[src/rtl/rf_wb_pkg.sv]
// Shared types and constants for the register-file write-back arbiter.
package rf_wb_pkg;
  localparam int NUM_REQ = 3;
  localparam int DATA_W  = 32;
  localparam int ADDR_W  = 5;

  localparam int REQ_ALU = 0;
  localparam int REQ_LSU = 1;
  localparam int REQ_MDU = 2;

  typedef logic [ADDR_W-1:0] rf_addr_t;
  typedef logic [DATA_W-1:0] rf_data_t;

  typedef struct packed {
    logic     valid;
    rf_addr_t addr;
    rf_data_t data;
  } wb_req_t;

  // Round-robin successor of a granted index.
  function automatic int unsigned rr_next(input int unsigned g, input int unsigned n);
    return (g + 1 >= n) ? 0 : g + 1;
  endfunction
endpackage

[src/rtl/regfile_wb_arbiter_if.sv]
// Write-back request bundle: producers (master) present requests, the arbiter (slave) acknowledges.
interface regfile_wb_arbiter_if #(
    parameter int NUM_REQ = rf_wb_pkg::NUM_REQ,
    parameter int ADDR_W  = rf_wb_pkg::ADDR_W,
    parameter int DATA_W  = rf_wb_pkg::DATA_W
);
    logic [NUM_REQ-1:0]             req_valid;
    logic [NUM_REQ-1:0][ADDR_W-1:0] req_addr;
    logic [NUM_REQ-1:0][DATA_W-1:0] req_data;
    logic [NUM_REQ-1:0]             req_ready;

    modport master (output req_valid, req_addr, req_data, input req_ready);
    modport slave  (input req_valid, req_addr, req_data, output req_ready);
endinterface

[src/rtl/rr_priority_picker.sv]
// Combinational round-robin picker: first set request at or after rr_ptr, wrapping modulo NUM_REQ.
module rr_priority_picker #(
    parameter int NUM_REQ = rf_wb_pkg::NUM_REQ,
    parameter int IDX_W   = (NUM_REQ > 1) ? $clog2(NUM_REQ) : 1
) (
    input  logic [NUM_REQ-1:0] req,
    input  logic [IDX_W-1:0]   rr_ptr,
    output logic [NUM_REQ-1:0] gnt,
    output logic [IDX_W-1:0]   gnt_idx,
    output logic               gnt_vld
);
    always_comb begin
        logic        found;
        int unsigned idx;
        found   = 1'b0;
        idx     = 0;
        gnt     = '0;
        gnt_idx = '0;
        for (int off = 0; off < NUM_REQ; off++) begin
            idx = (32'(rr_ptr) + 32'(off)) % NUM_REQ;
            if (!found && req[IDX_W'(idx)]) begin
                found               = 1'b1;
                gnt[IDX_W'(idx)]    = 1'b1;
                gnt_idx             = IDX_W'(idx);
            end
        end
    end

    assign gnt_vld = |req;
endmodule

[src/rtl/regfile_wb_arbiter.sv]
// Round-robin write-back arbiter driving the register file's single write port from registers.
// Optional pending-write scoreboard for RAW stalls is enabled by defining RF_WB_SCOREBOARD_EN.
module regfile_wb_arbiter #(
    parameter int NUM_REQ = rf_wb_pkg::NUM_REQ,
    parameter int DATA_W  = rf_wb_pkg::DATA_W,
    parameter int ADDR_W  = rf_wb_pkg::ADDR_W,
    parameter int IDX_W   = (NUM_REQ > 1) ? $clog2(NUM_REQ) : 1
) (
    input  logic                     clock,
    input  logic                     async_reset,
    regfile_wb_arbiter_if.slave      bus,
    output logic                     rf_write_enable,
    output logic [ADDR_W-1:0]        rf_write_addr,
    output logic [DATA_W-1:0]        rf_write_data,
    output logic [IDX_W-1:0]         grant_id,
    input  logic                     issue_valid,
    input  logic [ADDR_W-1:0]        issue_addr,
    output logic [(1<<ADDR_W)-1:0]   busy_mask
);
    import rf_wb_pkg::*;

    localparam int NREG = 1 << ADDR_W;

    logic [IDX_W-1:0]   rr_ptr_p1;
    logic [NUM_REQ-1:0] gnt;
    logic [IDX_W-1:0]   gnt_idx;
    logic               xfer;
    logic [ADDR_W-1:0]  sel_addr;
    logic [DATA_W-1:0]  sel_data;

    logic               vld_p1;
    logic [ADDR_W-1:0]  addr_p1;
    logic [DATA_W-1:0]  data_p1;
    logic [IDX_W-1:0]   gid_p1;

    rr_priority_picker #(.NUM_REQ(NUM_REQ), .IDX_W(IDX_W)) u_picker (
        .req     (bus.req_valid),
        .rr_ptr  (rr_ptr_p1),
        .gnt     (gnt),
        .gnt_idx (gnt_idx),
        .gnt_vld (xfer)
    );

    assign bus.req_ready = gnt;
    assign sel_addr      = bus.req_addr[gnt_idx];
    assign sel_data      = bus.req_data[gnt_idx];

    // Stage p1: registered write port; x0 writes are acknowledged but never enabled.
    always_ff @(posedge clock or negedge async_reset) begin
        if (!async_reset) begin
            vld_p1    <= 1'b0;
            addr_p1   <= '0;
            data_p1   <= '0;
            gid_p1    <= '0;
            rr_ptr_p1 <= '0;
        end else if (xfer) begin
            vld_p1    <= (sel_addr != '0);
            addr_p1   <= sel_addr;
            data_p1   <= sel_data;
            gid_p1    <= gnt_idx;
            rr_ptr_p1 <= IDX_W'(rr_next(32'(gnt_idx), NUM_REQ));
        end else begin
            vld_p1    <= 1'b0;
        end
    end

    assign rf_write_enable = vld_p1;
    assign rf_write_addr   = addr_p1;
    assign rf_write_data   = data_p1;
    assign grant_id        = gid_p1;

`ifdef RF_WB_SCOREBOARD_EN
    logic [NREG-1:0] pending_p1;
    logic [NREG-1:0] pending_nxt;

    // Set is applied after clear so a newly issued producer stays pending.
    always_comb begin
        pending_nxt = pending_p1;
        if (xfer && sel_addr != '0)
            pending_nxt = pending_nxt & ~(NREG'(1) << sel_addr);
        if (issue_valid && issue_addr != '0)
            pending_nxt = pending_nxt | (NREG'(1) << issue_addr);
        pending_nxt[0] = 1'b0;
    end

    always_ff @(posedge clock or negedge async_reset) begin
        if (!async_reset)
            pending_p1 <= '0;
        else
            pending_p1 <= pending_nxt;
    end

    assign busy_mask = pending_p1;
`else
    logic unused_issue;
    assign unused_issue = ^{issue_valid, issue_addr};
    assign busy_mask    = '0;
`endif
endmodule
[src/flat_wrapper.sv]
// flat-port wrapper written by rule: the top's interface ports become plain ports
module regfile_wb_arbiter_flat import rf_wb_pkg::*;
#(
    parameter int NUM_REQ = rf_wb_pkg::NUM_REQ,
    parameter int DATA_W  = rf_wb_pkg::DATA_W,
    parameter int ADDR_W  = rf_wb_pkg::ADDR_W,
    parameter int IDX_W   = (NUM_REQ > 1) ? $clog2(NUM_REQ) : 1
)
  (clock, async_reset, rf_write_enable, rf_write_addr, rf_write_data, grant_id, issue_valid, issue_addr, busy_mask, bus_req_valid, bus_req_addr, bus_req_data, bus_req_ready);
  regfile_wb_arbiter_if #(.NUM_REQ(NUM_REQ), .ADDR_W(ADDR_W), .DATA_W(DATA_W)) bus_i ();
  input  logic clock;
  input  logic async_reset;
  output logic rf_write_enable;
  output logic [ADDR_W-1:0] rf_write_addr;
  output logic [DATA_W-1:0] rf_write_data;
  output logic [IDX_W-1:0] grant_id;
  input  logic issue_valid;
  input  logic [ADDR_W-1:0] issue_addr;
  output logic [(1<<ADDR_W)-1:0] busy_mask;
  input wire logic [$bits(bus_i.req_valid)-1:0] bus_req_valid;
  input wire logic [$bits(bus_i.req_addr)-1:0] bus_req_addr;
  input wire logic [$bits(bus_i.req_data)-1:0] bus_req_data;
  output wire logic [$bits(bus_i.req_ready)-1:0] bus_req_ready;
  assign bus_i.req_valid = bus_req_valid;
  assign bus_i.req_addr = bus_req_addr;
  assign bus_i.req_data = bus_req_data;
  assign bus_req_ready = bus_i.req_ready;
  regfile_wb_arbiter #(.NUM_REQ(NUM_REQ), .DATA_W(DATA_W), .ADDR_W(ADDR_W), .IDX_W(IDX_W)) u_core (.clock(clock), .async_reset(async_reset), .bus(bus_i), .rf_write_enable(rf_write_enable), .rf_write_addr(rf_write_addr), .rf_write_data(rf_write_data), .grant_id(grant_id), .issue_valid(issue_valid), .issue_addr(issue_addr), .busy_mask(busy_mask));
endmodule
[config.mk]
export PLATFORM = sky130hd
export DESIGN_NAME = regfile_wb_arbiter_flat
export DESIGN_NICKNAME = d
export VERILOG_FILES = /design/src/rtl/rf_wb_pkg.sv /design/src/rtl/regfile_wb_arbiter_if.sv /design/src/rtl/rr_priority_picker.sv /design/src/rtl/regfile_wb_arbiter.sv /design/src/flat_wrapper.sv
export SDC_FILE = /design/constraint.sdc
export NUM_CORES = 1
export LEC_CHECK = 0
export CAP_MARGIN = 20
export CORE_MARGIN = 1
export CORE_UTILIZATION = 31
export DETAILED_ROUTE_END_ITERATION = 16
export PLACE_DENSITY_LB_ADDON = 0.3
export RECOVER_POWER = 25
export SETUP_SLACK_MARGIN = 0.05
export SYNTH_ARGS = -nofsm -noshare
export SYNTH_HDL_FRONTEND = slang
export SYNTH_SLANG_ARGS = --single-unit
[constraint.sdc]
create_clock -name clock -period 3.1 [get_ports clock]
set_clock_uncertainty 0.2 [all_clocks]
set_input_delay 0.62 -clock clock [delete_from_list [all_inputs] [get_ports clock]]
set_output_delay 0.62 -clock clock [all_outputs]
set_load 0.03 [all_outputs]
==> run_1/m3.png <==
Drawn at 3 px/um. Cells faint in the background.
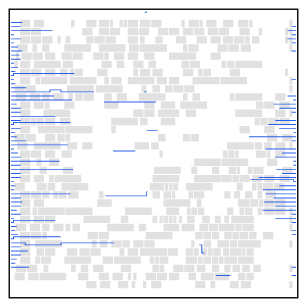
longest straight run: 20.5 um
nets with wire on the layer: 106
wire length on this layer: 638 um
share of all routed wire: 7.9%
main direction: horizontal
drt total wl: 8.109 mm
detailed-route via count: 2629
met3 Usage GRT: 5.183%

==> run_1/layers.png <==
Drawn at 4 px/um.
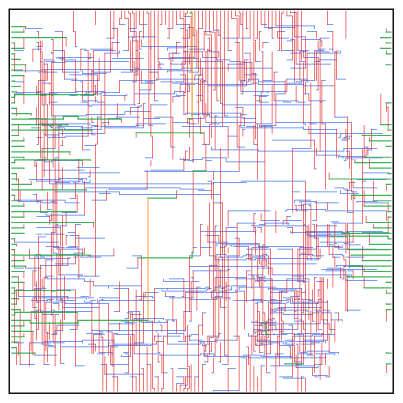
| layer | color | wire length |
|---|---|---|
| M3 | green | 638 um |
| M4 | orange | 57.1 um |
| M2 | red | 4160 um |
| M1 | blue | 3260 um |
Overall Global Routing Usage: 17.83%
Avg WL per Cell: 14.77 um

==> job_summary.md, run 1 <==
### Yosys + OpenROAD results

| Metric | Value |
|---|---|
| Total Power | 4.541 mW |
| Top Layer Used | met4 |
| Mux area share | 15.47% |
| Port-buffer cells | 158 |
| Sw frac | 46.11% |
| Routed wl met2 | 4.155 mm |
| Hold path depth | 1 |
| Die Wd | 95.63 um |
| First-pass GRT wire length | 12.48 mm |
| Comb power frac | 70.2% |
| DR pass1 iterations | 4 |
| CP startpoint | u_core.rr_ptr_p1[1] |
| Main flop type | dfrtp_1 |
| Cell count along the critical path | 7 |
| CP max stage delay | 0.41 ns |
| Adder Area Share | 1.842% |
| Yosys top cell by area | dfrtp_1 |
| Area grow syn2layout | 65.84% |
| Lkg Pwr | 1.904 nW |
| Worst-Margin Slew | 1.082 ns |
| Status | finished clean |
| CTS HTree Levels | 2 |
| Unique cell types | 37 |
| P_seq | 0.986 mW |
| IO Pins | 197 |
| WL met3 | 638 um |
| Largest register FFs | 32 |
| Post-CTS sizing | 4 |
| Mi-comb count | 210 |
| Routability-driven placement congestion ratio | 0.8989 |
| Power Density | 1008 mW/mm^2 |
| Area share, top type | 38.67% |
| # clock sinks | 42 |
| Core Box Area | 0.008341 sq mm |
| Period minus WS final | 2.974 ns |
==> run_1/m2.png <==
Drawn at 3 px/um.
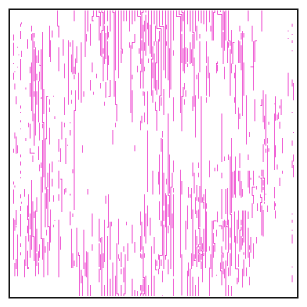
wire length on this layer: 4160 um
longest straight run: 38.7 um
main direction: vertical
M2 GR Usage: 31.96%

==> run 2, diff against run 1 <==
- GPL_TIMING_DRIVEN: unset -> 1
==> run_2/m3.png <==
Drawn at 3 px/um. Cells faint in the background.
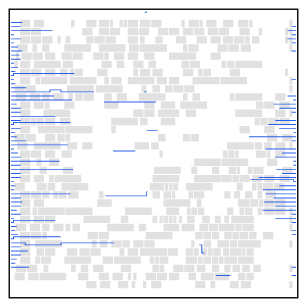
main direction: horizontal
longest straight run: 20.5 um
nets with wire on the layer: 106
share of all routed wire: 7.9%

==> run_2/m2.png <==
Drawn at 3 px/um.
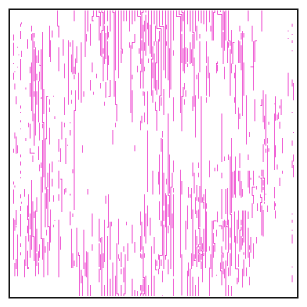
nets with wire on the layer: 478
wire length on this layer: 4160 um
main direction: vertical

==> run 2 against run 1 <==
  * Synthesized cell count did not move
  * Sequential power hardly changed
  * Largest cell class unchanged
  * Worst hold slack is the same
  * Critical path type unchanged
  * Utilization stayed put
  * Maximum frequency did not move
==> job_summary.md, run 2 <==
### Yosys + OpenROAD results

| Metric | Value |
|---|---|
| WL met3 | 638 um (unchanged) |
| First-pass GRT wire length | 12.48 mm (unchanged) |
| CTS HTree Levels | 2 (unchanged) |
| Core Util, Final | 54.04% |
| Drt total wl | 8.109 mm (unchanged) |
| Largest power group | combinational logic |
| Tcrit/Tclk final | 95.92% |
| CP max stage delay | 0.41 ns (about the same) |
| Yosys simple share | 7.136% |
| Clock-cell share of area | 2.110% |
| Detailed-route via count | 2629 (unchanged) |
| Die Wd | 95.63 um (unchanged) |
| Yosys top cell by area | dfrtp_1 |
| Largest register FFs | 32 (unchanged) |
| DRT antenna net count | 0 |
| Port-buffer cells | 158 (unchanged) |
| Worst Hold Slack | 0.2832 ns |
| Top Layer Used | met4 |
| Unique cell types | 37 (unchanged) |
| Mean post-synth cell area | 9.918 sq um |
| Area share, top type | 38.67% (unchanged) |
| Adder Area Share | 1.842% (unchanged) |
| Comb power frac | 70.2% (about the same) |
| Area grow syn2layout | 65.84% (unchanged) |
| Dominant comb cell | AND-OR/OR-AND gates |
| Non-clk invs | 2 |
| Status | finished clean |
| Total Power | 4.541 mW (unchanged) |
| Met3 Usage GRT | 5.183% (unchanged) |
| Hold path depth | 1 (unchanged) |
| Routed wl met2 | 4.155 mm (unchanged) |
| Setup WS post-layout | 0.1263 ns |
| Period minus WS final | 2.974 ns (unchanged) |
| # clock sinks | 42 (unchanged) |
| P_seq | 0.986 mW (about the same) |
| CP startpoint | u_core.rr_ptr_p1[1] |
| Overall Global Routing Usage | 17.83% (unchanged) |
| Routability-driven placement congestion ratio | 0.8989 (unchanged) |
| Cell count along the critical path | 7 (unchanged) |
| Busiest grt layer | met2 |
| Critical path required time | 2.28 ns |
| Post-CTS sizing | 4 (unchanged) |
| Power Density | 1008 mW/mm^2 (unchanged) |
| Worst-Margin Slew | 1.082 ns (unchanged) |
| DR pass1 iterations | 4 (unchanged) |
| M2 GR Usage | 31.96% (unchanged) |
| Main flop type | dfrtp_1 |
| Mux area share | 15.47% (unchanged) |
==> run_2/floorplan.png <==
Drawn at 4 px/um. Pins as bars on the die edge. Tap cells in gray.
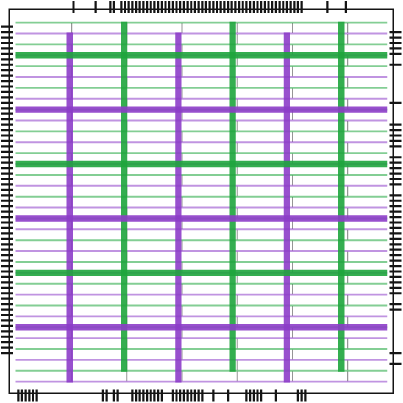
| net | color |
|---|---|
| VDD | green |
| VSS | purple |
met4 straps: 6
tap cells: 105
met1 rails: 34
signal pins: 197
met5 straps: 6
Core Box Area: 0.008341 sq mm
die height: 95.63 um

==> run_2/layers.png <==
Drawn at 4 px/um.
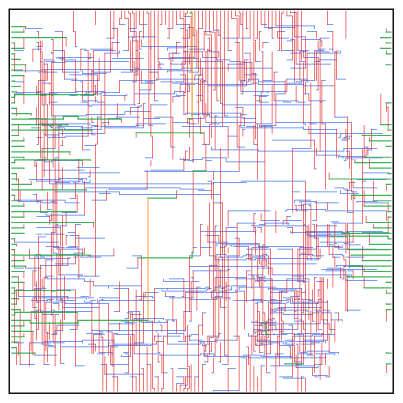

==> run 3, diff against run 2 <==
--- a/constraint.sdc
+++ b/constraint.sdc
@@ -4,2 +4,2 @@
 set_output_delay 0.62 -clock clock [all_outputs]
-set_load 0.03 [all_outputs]
+set_load 0.02 [all_outputs]
==> run_3/layers.png <==
Drawn at 4 px/um.
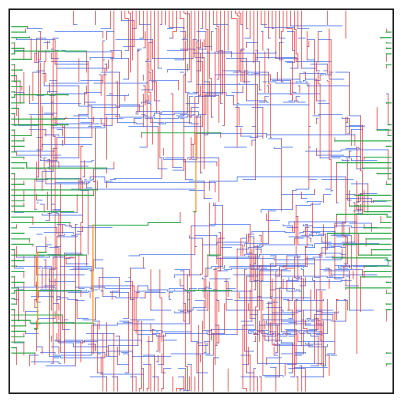
| layer | color | wire length |
|---|---|---|
| M4 | orange | 63.2 um |
| M1 | blue | 3070 um |
| M3 | green | 640 um |
| M2 | red | 4180 um |
detailed-route via count: 2615
Overall Global Routing Usage: 17.58%
drt total wl: 7.949 mm
Avg WL per Cell: 14.51 um

==> run_3/m3.png <==
Drawn at 3 px/um. Cells faint in the background.
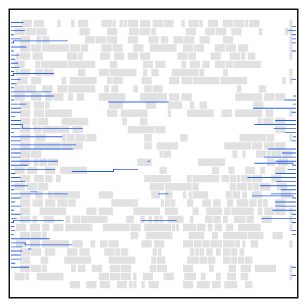
main direction: horizontal
nets with wire on the layer: 106
longest straight run: 21.4 um
met3 Usage GRT: 5.423%

==> run_3/floorplan.png <==
Drawn at 4 px/um. Pins as bars on the die edge. Tap cells in gray.
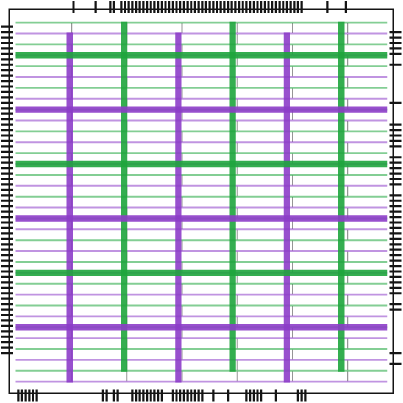
| net | color |
|---|---|
| VSS | purple |
| VDD | green |
rows: 33
met1 rails: 34
met5 straps: 6
tap cells: 105
Die Wd: 95.63 um
VDD IR-drop max: 0.3312 mV

==> run 3 against run 2 <==
  * The run now ends with max-capacitance violations, max-slew violations left
  * Highest routed layer unchanged
  * Register-to-register slack improved by 0.05 ns
  * Combinational power down 8.5%
  * Die size did not move
  * Sequential power is essentially flat
  * Sequential cell count unchanged
  * Final cell count is 0.18% lower
  * Critical endpoint unchanged
  * Sequential share of layout area barely moved
==> job_summary.md, run 3 <==
### Yosys + OpenROAD results

| Metric | Value |
|---|---|
| Status | finished, violations left |
| Failing checks | max-capacitance violations, max-slew violations |
| Tcrit/Tclk final | 95.52% (-0.40 points) |
| Clock-cell share of area | 2.108% (-0.0023 points) |
| Largest power group | combinational logic |
| Largest register FFs | 32 (unchanged) |
| Main flop type | dfrtp_1 |
| P_seq | 0.989 mW (about the same) |
| CP startpoint | u_core.rr_ptr_p1[1] |
| Non-clk invs | 2 (unchanged) |
| Core Box Area | 0.008341 sq mm (unchanged) |
| Adder Area Share | 1.842% (unchanged) |
| DR pass1 iterations | 4 (unchanged) |
| Slew Limit Fails | 43 |
| Port-buffer cells | 158 (unchanged) |
| Post-CTS sizing | 8 (+4) |
| Top cell category | buffers |
| Area share, top type | 38.67% (unchanged) |
| Core Util, Final | 54.10% (+0.060 points) |
| CTS HTree Levels | 2 (unchanged) |
| First-pass GRT wire length | 12.38 mm (-0.83%) |
| Top Layer Used | met4 |
| Routability-driven placement congestion ratio | 0.8489 (-5.6%) |
| Comb power frac | 68.2% (-2.0 points) |
| Hold path depth | 1 (unchanged) |
| Power Density | 948.0 mW/mm^2 (-5.9%) |
| Critical path cell sequence | inv_2 > ha_2 > mux2_2 > mux2_2 > mux2_2 > clkdlybuf4s15_2 |
| Max cap viols | 1 |
| Period minus WS final | 2.961 ns (-0.01242 ns) |
| Xor+xnor area frac | 0% |
| Dominant comb cell | AND-OR/OR-AND gates |
| Yosys top cell by area | dfrtp_1 |
| Worst Hold Slack | 0.2843 ns (+0.001106 ns) |
| Yosys simple share | 7.136% (unchanged) |
| Unique cell types | 37 (unchanged) |
| Area grow syn2layout | 66.02% |
| DRT antenna net count | 0 (unchanged) |
| Mux area share | 15.47% (unchanged) |
| Busiest grt layer | met2 |
| Total Power | 4.277 mW (-5.8%) |
| Routed wl met2 | 4.178 mm (+0.55%) |
| Warnings, synthesis | 0 |
| EDFF count, synth | 0 |
| Cell count along the critical path | 6 (-1) |
| M2 GR Usage | 31.49% (-0.48 points) |
| Worst-Margin Slew | 2.268 ns (+1.186 ns) |
Power is estimated from default activity; no workload was simulated.
